**config.mk**
```make
export PLATFORM = sky130hd
export DESIGN_NAME = time_stopwatch_lap_57
export DESIGN_NICKNAME = d
export VERILOG_FILES = /design/src/rtl/time_stopwatch_lap_57.sv
export SDC_FILE = /design/constraint.sdc
export NUM_CORES = 1
export LEC_CHECK = 0
export ABC_AREA = 1
export CAP_MARGIN = 20
export CORE_UTILIZATION = 54
export DETAILED_ROUTE_END_ITERATION = 6
export HOLD_SLACK_MARGIN = 0.06
export PLACE_DENSITY = 0.76
export SLEW_MARGIN = 20
export SYNTH_ARGS = -nofsm -noshare
export SYNTH_HDL_FRONTEND = slang
export SYNTH_SLANG_ARGS = --single-unit
export TNS_END_PERCENT = 1
```
**constraint.sdc**
```tcl
create_clock -name clk_50m_57 -period 18.97 [get_ports clk_50m_57]
set_clock_uncertainty 0.1 [all_clocks]
set_input_delay 5.691 -clock clk_50m_57 [delete_from_list [all_inputs] [get_ports clk_50m_57]]
set_output_delay 5.691 -clock clk_50m_57 [all_outputs]
set_load 0.03 [all_outputs]
```
**src/rtl/time_stopwatch_lap_57.sv**
```systemverilog
// -----------------------------------------------------------------------------
// time_stopwatch_lap_57
//   Single-clock stopwatch core: 1/100 s prescaler, IDLE/RUN/PAUSE control,
//   live fsec/sec/min display counters and a circular lap/split record writer.
//
// Parameters
//   TICK_DIV   clk_50m_57 cycles per 1/100 s tick (>= 2)
//   LAP_DEPTH  number of record slots (2 .. 2**ADDR_W)
//   ADDR_W     width of write_addr_57
//   MIN_MAX    last minute value before the time wraps to 00:00.00 (<= 99)
//
// Ports
//   clk_50m_57          system clock, rising edge
//   rst_n_57            asynchronous active-low reset
//   stopwatch_run_e_57  mode enable; low freezes time and discards key pulses
//   key_run_stop_57     level key, rising edge toggles run/pause
//   key_record_57       level key, rising edge captures a record (RUN only)
//   key_rst_57          level key, rising edge clears the stopwatch
//   lap_mode_57         0 = split (absolute), 1 = lap (delta since last record)
//   write_e_57          one-cycle record write strobe
//   write_addr_57       record slot being written
//   record_*_57         record data, valid with write_e_57, held between writes
//   fsec_57/sec_57/min_57  live time
//   running_57          high while in RUN
//   overflow_57         sticky, set when the time wraps past MIN_MAX:59.99
//   rec_count_57        records written since clear, saturating at LAP_DEPTH
// -----------------------------------------------------------------------------
module time_stopwatch_lap_57 #(
  parameter int TICK_DIV  = 500000,
  parameter int LAP_DEPTH = 5,
  parameter int ADDR_W    = 3,
  parameter int MIN_MAX   = 59
) (
  input  logic              clk_50m_57,
  input  logic              rst_n_57,
  input  logic              stopwatch_run_e_57,
  input  logic              key_run_stop_57,
  input  logic              key_record_57,
  input  logic              key_rst_57,
  input  logic              lap_mode_57,
  output logic              write_e_57,
  output logic [ADDR_W-1:0] write_addr_57,
  output logic [6:0]        record_fsec_57,
  output logic [6:0]        record_sec_57,
  output logic [6:0]        record_min_57,
  output logic [6:0]        fsec_57,
  output logic [6:0]        sec_57,
  output logic [6:0]        min_57,
  output logic              running_57,
  output logic              overflow_57,
  output logic [ADDR_W:0]   rec_count_57
);

  localparam int PRE_W = (TICK_DIV > 2) ? $clog2(TICK_DIV) : 1;

  localparam logic [PRE_W-1:0]  PRE_LAST  = PRE_W'(TICK_DIV - 1);
  localparam logic [ADDR_W-1:0] ADDR_LAST = ADDR_W'(LAP_DEPTH - 1);
  localparam logic [ADDR_W:0]   CNT_MAX   = (ADDR_W + 1)'(LAP_DEPTH);
  localparam logic [6:0]        MIN_LAST  = 7'(MIN_MAX);
  localparam logic [6:0]        MIN_MOD   = 7'(MIN_MAX + 1);

  typedef enum logic [1:0] {
    ST_IDLE  = 2'd0,
    ST_RUN   = 2'd1,
    ST_PAUSE = 2'd2
  } state_t;

  state_t state_q;

  // ---------------------------------------------------------------------------
  // Key conditioning: bit 0 run/stop, bit 1 record, bit 2 clear.
  // key_s1/key_s2 form the synchroniser, key_s3 is the edge register.
  // ---------------------------------------------------------------------------
  logic [2:0] key_s1, key_s2, key_s3;
  logic [2:0] key_pulse;

  // NOTE: every flop, synchroniser stages included, is cleared by the async
  // reset so the block leaves reset in a fully defined state.
  always_ff @(posedge clk_50m_57 or negedge rst_n_57) begin
    if (!rst_n_57) begin
      key_s1 <= '0;
      key_s2 <= '0;
      key_s3 <= '0;
    end else begin
      // NOTE: non-blocking assignments let the three stages shift together on
      // one edge; blocking ones would collapse the chain into a single flop.
      key_s1 <= {key_rst_57, key_record_57, key_run_stop_57};
      key_s2 <= key_s1;
      key_s3 <= key_s2;
    end
  end

  // Pulses are dropped, not deferred, while the mode is disabled.
  assign key_pulse = key_s2 & ~key_s3 & {3{stopwatch_run_e_57}};

  logic pulse_run_stop, pulse_record, pulse_clear;
  assign pulse_run_stop = key_pulse[0];
  assign pulse_record   = key_pulse[1];
  assign pulse_clear    = key_pulse[2];

  // ---------------------------------------------------------------------------
  // Prescaler tick and next-time computation
  // ---------------------------------------------------------------------------
  logic [PRE_W-1:0] pre_cnt;
  logic             count_en, tick;
  logic [6:0]       fsec_nxt, sec_nxt, min_nxt;
  logic             wrap;

  assign count_en = (state_q == ST_RUN) && stopwatch_run_e_57;
  assign tick     = count_en && (pre_cnt == PRE_LAST);

  // NOTE: each always_comb output gets a default first so no path can leave it
  // unassigned and infer a latch.
  always_comb begin
    fsec_nxt = fsec_57;
    sec_nxt  = sec_57;
    min_nxt  = min_57;
    wrap     = 1'b0;
    if (fsec_57 == 7'd99) begin
      fsec_nxt = '0;
      if (sec_57 == 7'd59) begin
        sec_nxt = '0;
        if (min_57 == MIN_LAST) begin
          min_nxt = '0;
          wrap    = 1'b1;
        end else begin
          min_nxt = min_57 + 7'd1;
        end
      end else begin
        sec_nxt = sec_57 + 7'd1;
      end
    end else begin
      fsec_nxt = fsec_57 + 7'd1;
    end
  end

  // ---------------------------------------------------------------------------
  // Control state, prescaler and live time
  // ---------------------------------------------------------------------------
  always_ff @(posedge clk_50m_57 or negedge rst_n_57) begin
    if (!rst_n_57) begin
      state_q     <= ST_IDLE;
      running_57  <= 1'b0;
      pre_cnt     <= '0;
      fsec_57     <= '0;
      sec_57      <= '0;
      min_57      <= '0;
      overflow_57 <= 1'b0;
    end else if (pulse_clear) begin
      // Clear overrides any run/stop, record or tick in the same cycle.
      state_q     <= ST_IDLE;
      running_57  <= 1'b0;
      pre_cnt     <= '0;
      fsec_57     <= '0;
      sec_57      <= '0;
      min_57      <= '0;
      overflow_57 <= 1'b0;
    end else begin
      // The tick is evaluated on the pre-transition state, so a run/stop that
      // pauses in a tick cycle still lets that tick land.
      if (count_en) begin
        if (tick) begin
          pre_cnt <= '0;
          fsec_57 <= fsec_nxt;
          sec_57  <= sec_nxt;
          min_57  <= min_nxt;
          if (wrap) overflow_57 <= 1'b1;
        end else begin
          pre_cnt <= pre_cnt + PRE_W'(1);
        end
      end

      if (pulse_run_stop) begin
        case (state_q)
          ST_IDLE, ST_PAUSE: begin
            state_q    <= ST_RUN;
            running_57 <= 1'b1;
          end
          ST_RUN: begin
            state_q    <= ST_PAUSE;
            running_57 <= 1'b0;
          end
          default: begin
            state_q    <= ST_IDLE;
            running_57 <= 1'b0;
          end
        endcase
      end
    end
  end

  // ---------------------------------------------------------------------------
  // Lap delta: captured time minus last capture with mixed-radix borrow.
  // Every intermediate fits in 7 bits because each field result is < 100.
  // ---------------------------------------------------------------------------
  logic [6:0] last_fsec, last_sec, last_min;
  logic [6:0] lap_fsec, lap_sec, lap_min;
  logic       brw_f, brw_s, brw_m;

  always_comb begin
    brw_f    = (fsec_57 < last_fsec);
    lap_fsec = fsec_57 - last_fsec + (brw_f ? 7'd100 : 7'd0);
    brw_s    = (sec_57 < (last_sec + {6'd0, brw_f}));
    lap_sec  = sec_57 - last_sec - {6'd0, brw_f} + (brw_s ? 7'd60 : 7'd0);
    brw_m    = (min_57 < (last_min + {6'd0, brw_s}));
    lap_min  = min_57 - last_min - {6'd0, brw_s} + (brw_m ? MIN_MOD : 7'd0);
  end

  // ---------------------------------------------------------------------------
  // Record writer: data is registered from the pulse cycle's time value and
  // presented with write_e_57 one cycle later.
  // ---------------------------------------------------------------------------
  logic [ADDR_W-1:0] wr_ptr;
  logic              rec_accept;

  assign rec_accept = pulse_record && (state_q == ST_RUN);

  always_ff @(posedge clk_50m_57 or negedge rst_n_57) begin
    if (!rst_n_57) begin
      write_e_57     <= 1'b0;
      write_addr_57  <= '0;
      record_fsec_57 <= '0;
      record_sec_57  <= '0;
      record_min_57  <= '0;
      wr_ptr         <= '0;
      rec_count_57   <= '0;
      last_fsec      <= '0;
      last_sec       <= '0;
      last_min       <= '0;
    end else if (pulse_clear) begin
      // Record data keeps its last value; only addressing and history reset.
      write_e_57    <= 1'b0;
      write_addr_57 <= '0;
      wr_ptr        <= '0;
      rec_count_57  <= '0;
      last_fsec     <= '0;
      last_sec      <= '0;
      last_min      <= '0;
    end else begin
      write_e_57 <= 1'b0;
      if (rec_accept) begin
        write_e_57     <= 1'b1;
        write_addr_57  <= wr_ptr;
        record_fsec_57 <= lap_mode_57 ? lap_fsec : fsec_57;
        record_sec_57  <= lap_mode_57 ? lap_sec  : sec_57;
        record_min_57  <= lap_mode_57 ? lap_min  : min_57;
        last_fsec      <= fsec_57;
        last_sec       <= sec_57;
        last_min       <= min_57;
        wr_ptr         <= (wr_ptr == ADDR_LAST) ? '0 : wr_ptr + ADDR_W'(1);
        if (rec_count_57 != CNT_MAX) rec_count_57 <= rec_count_57 + (ADDR_W + 1)'(1);
      end
    end
  end

endmodule

```
Fig. 1: met1 routing
(3 px per um) Supply wires on this layer in grey.
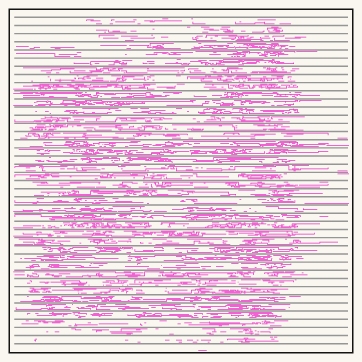
858 nets have wire on it. The layer holds 46% of the routed length. The layer carries 7130 um of wire. The longest straight run is 30.8 um. The wires run mostly horizontal.
via count: 5578
Routed WL: 15600 um

Fig. 2: close-up of the layout
Window x 42 to 72, y 65 to 95 um. Cells in grey, sequential cells in the stronger grey; small squares are vias.
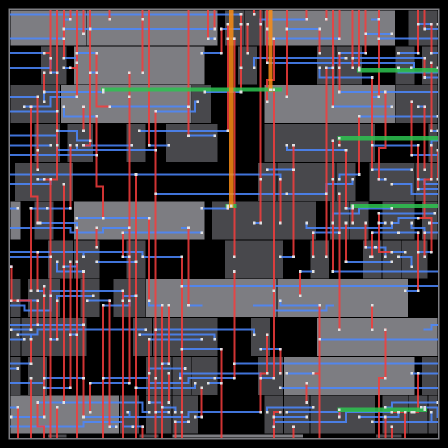
Green marks met3. Red marks met2. Blue marks met1. Orange marks met4.
70 logic cells have their middle in the window. Sequential cells in the window: 12. Netlist names of flops here include pre_cnt (4), fsec_57 (2), key_s3 (2). Most frequent: dfrtp_1 (12), inv_1 (10), nand2_1 (9).

Fig. 3: routed metal, one colour a layer
(3 px per um) Only two layers are drawn.
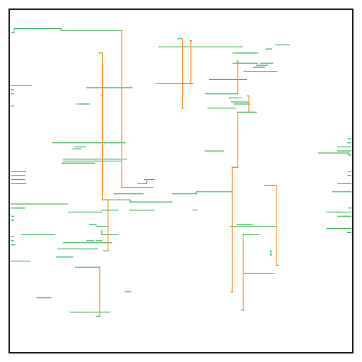
Orange marks met4, wire length 300 um. Green marks met3, wire length 642 um.

Fig. 4: gate families picked out
(4 px per um)
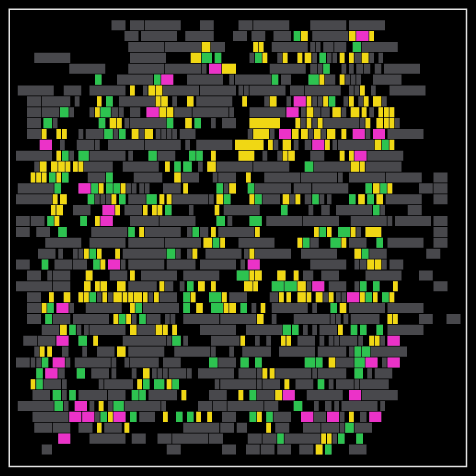
Magenta marks XOR/XNOR gates, cells 36, most used xor2_1, where all over the die. Green marks inverting AOI/OAI gates, cells 134, most used o21ai_0, where all over the die. Yellow marks NAND gates, cells 229, most used nand2_1.
multi-input combinational area share: 45.9%
most used logic cell in the final layout: nand2_1
Finished Layout Cells: 1022

## state kept, by name, summed over array words and instances, names as in the netlist
| signal | flops |
|---|---|
| record_min_57 | 7 |
| write_addr_57 | 3 |
| fsec_57 | 7 |
| rec_count_57 | 4 |
| record_fsec_57 | 7 |
| last_fsec | 7 |
| last_sec | 7 |
| running_57 | 1 |
| sec_57 | 7 |
| last_min | 7 |
| key_s2 | 3 |
| write_e_57 | 1 |
| record_sec_57 | 7 |
| key_s3 | 3 |
| key_s1 | 3 |
| min_57 | 7 |
| state_q | 1 |
| overflow_57 | 1 |
| wr_ptr | 3 |
| pre_cnt | 19 |
## worst max-delay path, cell delays in order
cell,delay (ns)
clkdlybuf4s50_1,0.54
nand2_2,0.11
nor2_8,0.23
inv_4,0.21
nand2_4,0.53
inv_4,0.21
o211ai_1,0.16
nand2_1,0.07
==> impl_metrics.env <==
# physical design summary
export IMPL_status="completed"
export IMPL_regToRegEndpoint="record_min_57[6]"
export IMPL_place_congestion=0.841
export IMPL_crit_type="in2reg"
export IMPL_hp_class="reg2reg"
export IMPL_setup_slack_ns=11.32
export IMPL_placed_cell_area_um2=7430
export IMPL_routedWlPerCell_um=15.3
export IMPL_postSynthAreaPerCell_um2=8.47
export IMPL_min_period_ns=7.65
export IMPL_dieArea_um2=13000
export IMPL_edf_count=0
export IMPL_crit_end="record_min_57[5]"
export IMPL_dp_cells=1006
export IMPL_die_x_um=114
export IMPL_leakage_nw=3.59
export IMPL_clk_insertion_delay_late_ns=0.35
export IMPL_layout_area_comb_um2=3560
export IMPL_route_detailed_drc=0
export IMPL_io_buffers=58
export IMPL_maxCapViolCount=0
export IMPL_ant_nets=0
export IMPL_p_comb_mw=0.497
export IMPL_track_usage_pct=25.9
export IMPL_cts_hold_buf=0
export IMPL_postCtsSetupBuffers=0
export IMPL_yosys_cells=799
export IMPL_worstPathRequired_ns=19.11
export IMPL_crit_fanout=54
export IMPL_ys_ff=105
export IMPL_fin_nets=930
export IMPL_cp_startpoint="stopwatch_run_e_57"
export IMPL_top_cell="nand2_1"
export IMPL_hold_slack_ns=0.252
export IMPL_internal_power_mw=0.576
export IMPL_ys_warn_count=0
export IMPL_std_cell_rows=40
export IMPL_yosysUniqueCellTypes=41
export IMPL_synth_adder_area_share_pct=15.5
export IMPL_rsz0062_at_grt="no"
export IMPL_grt_max_degree=85
export IMPL_stdcell_area_um2=7760
export IMPL_ys_area_um2=6770
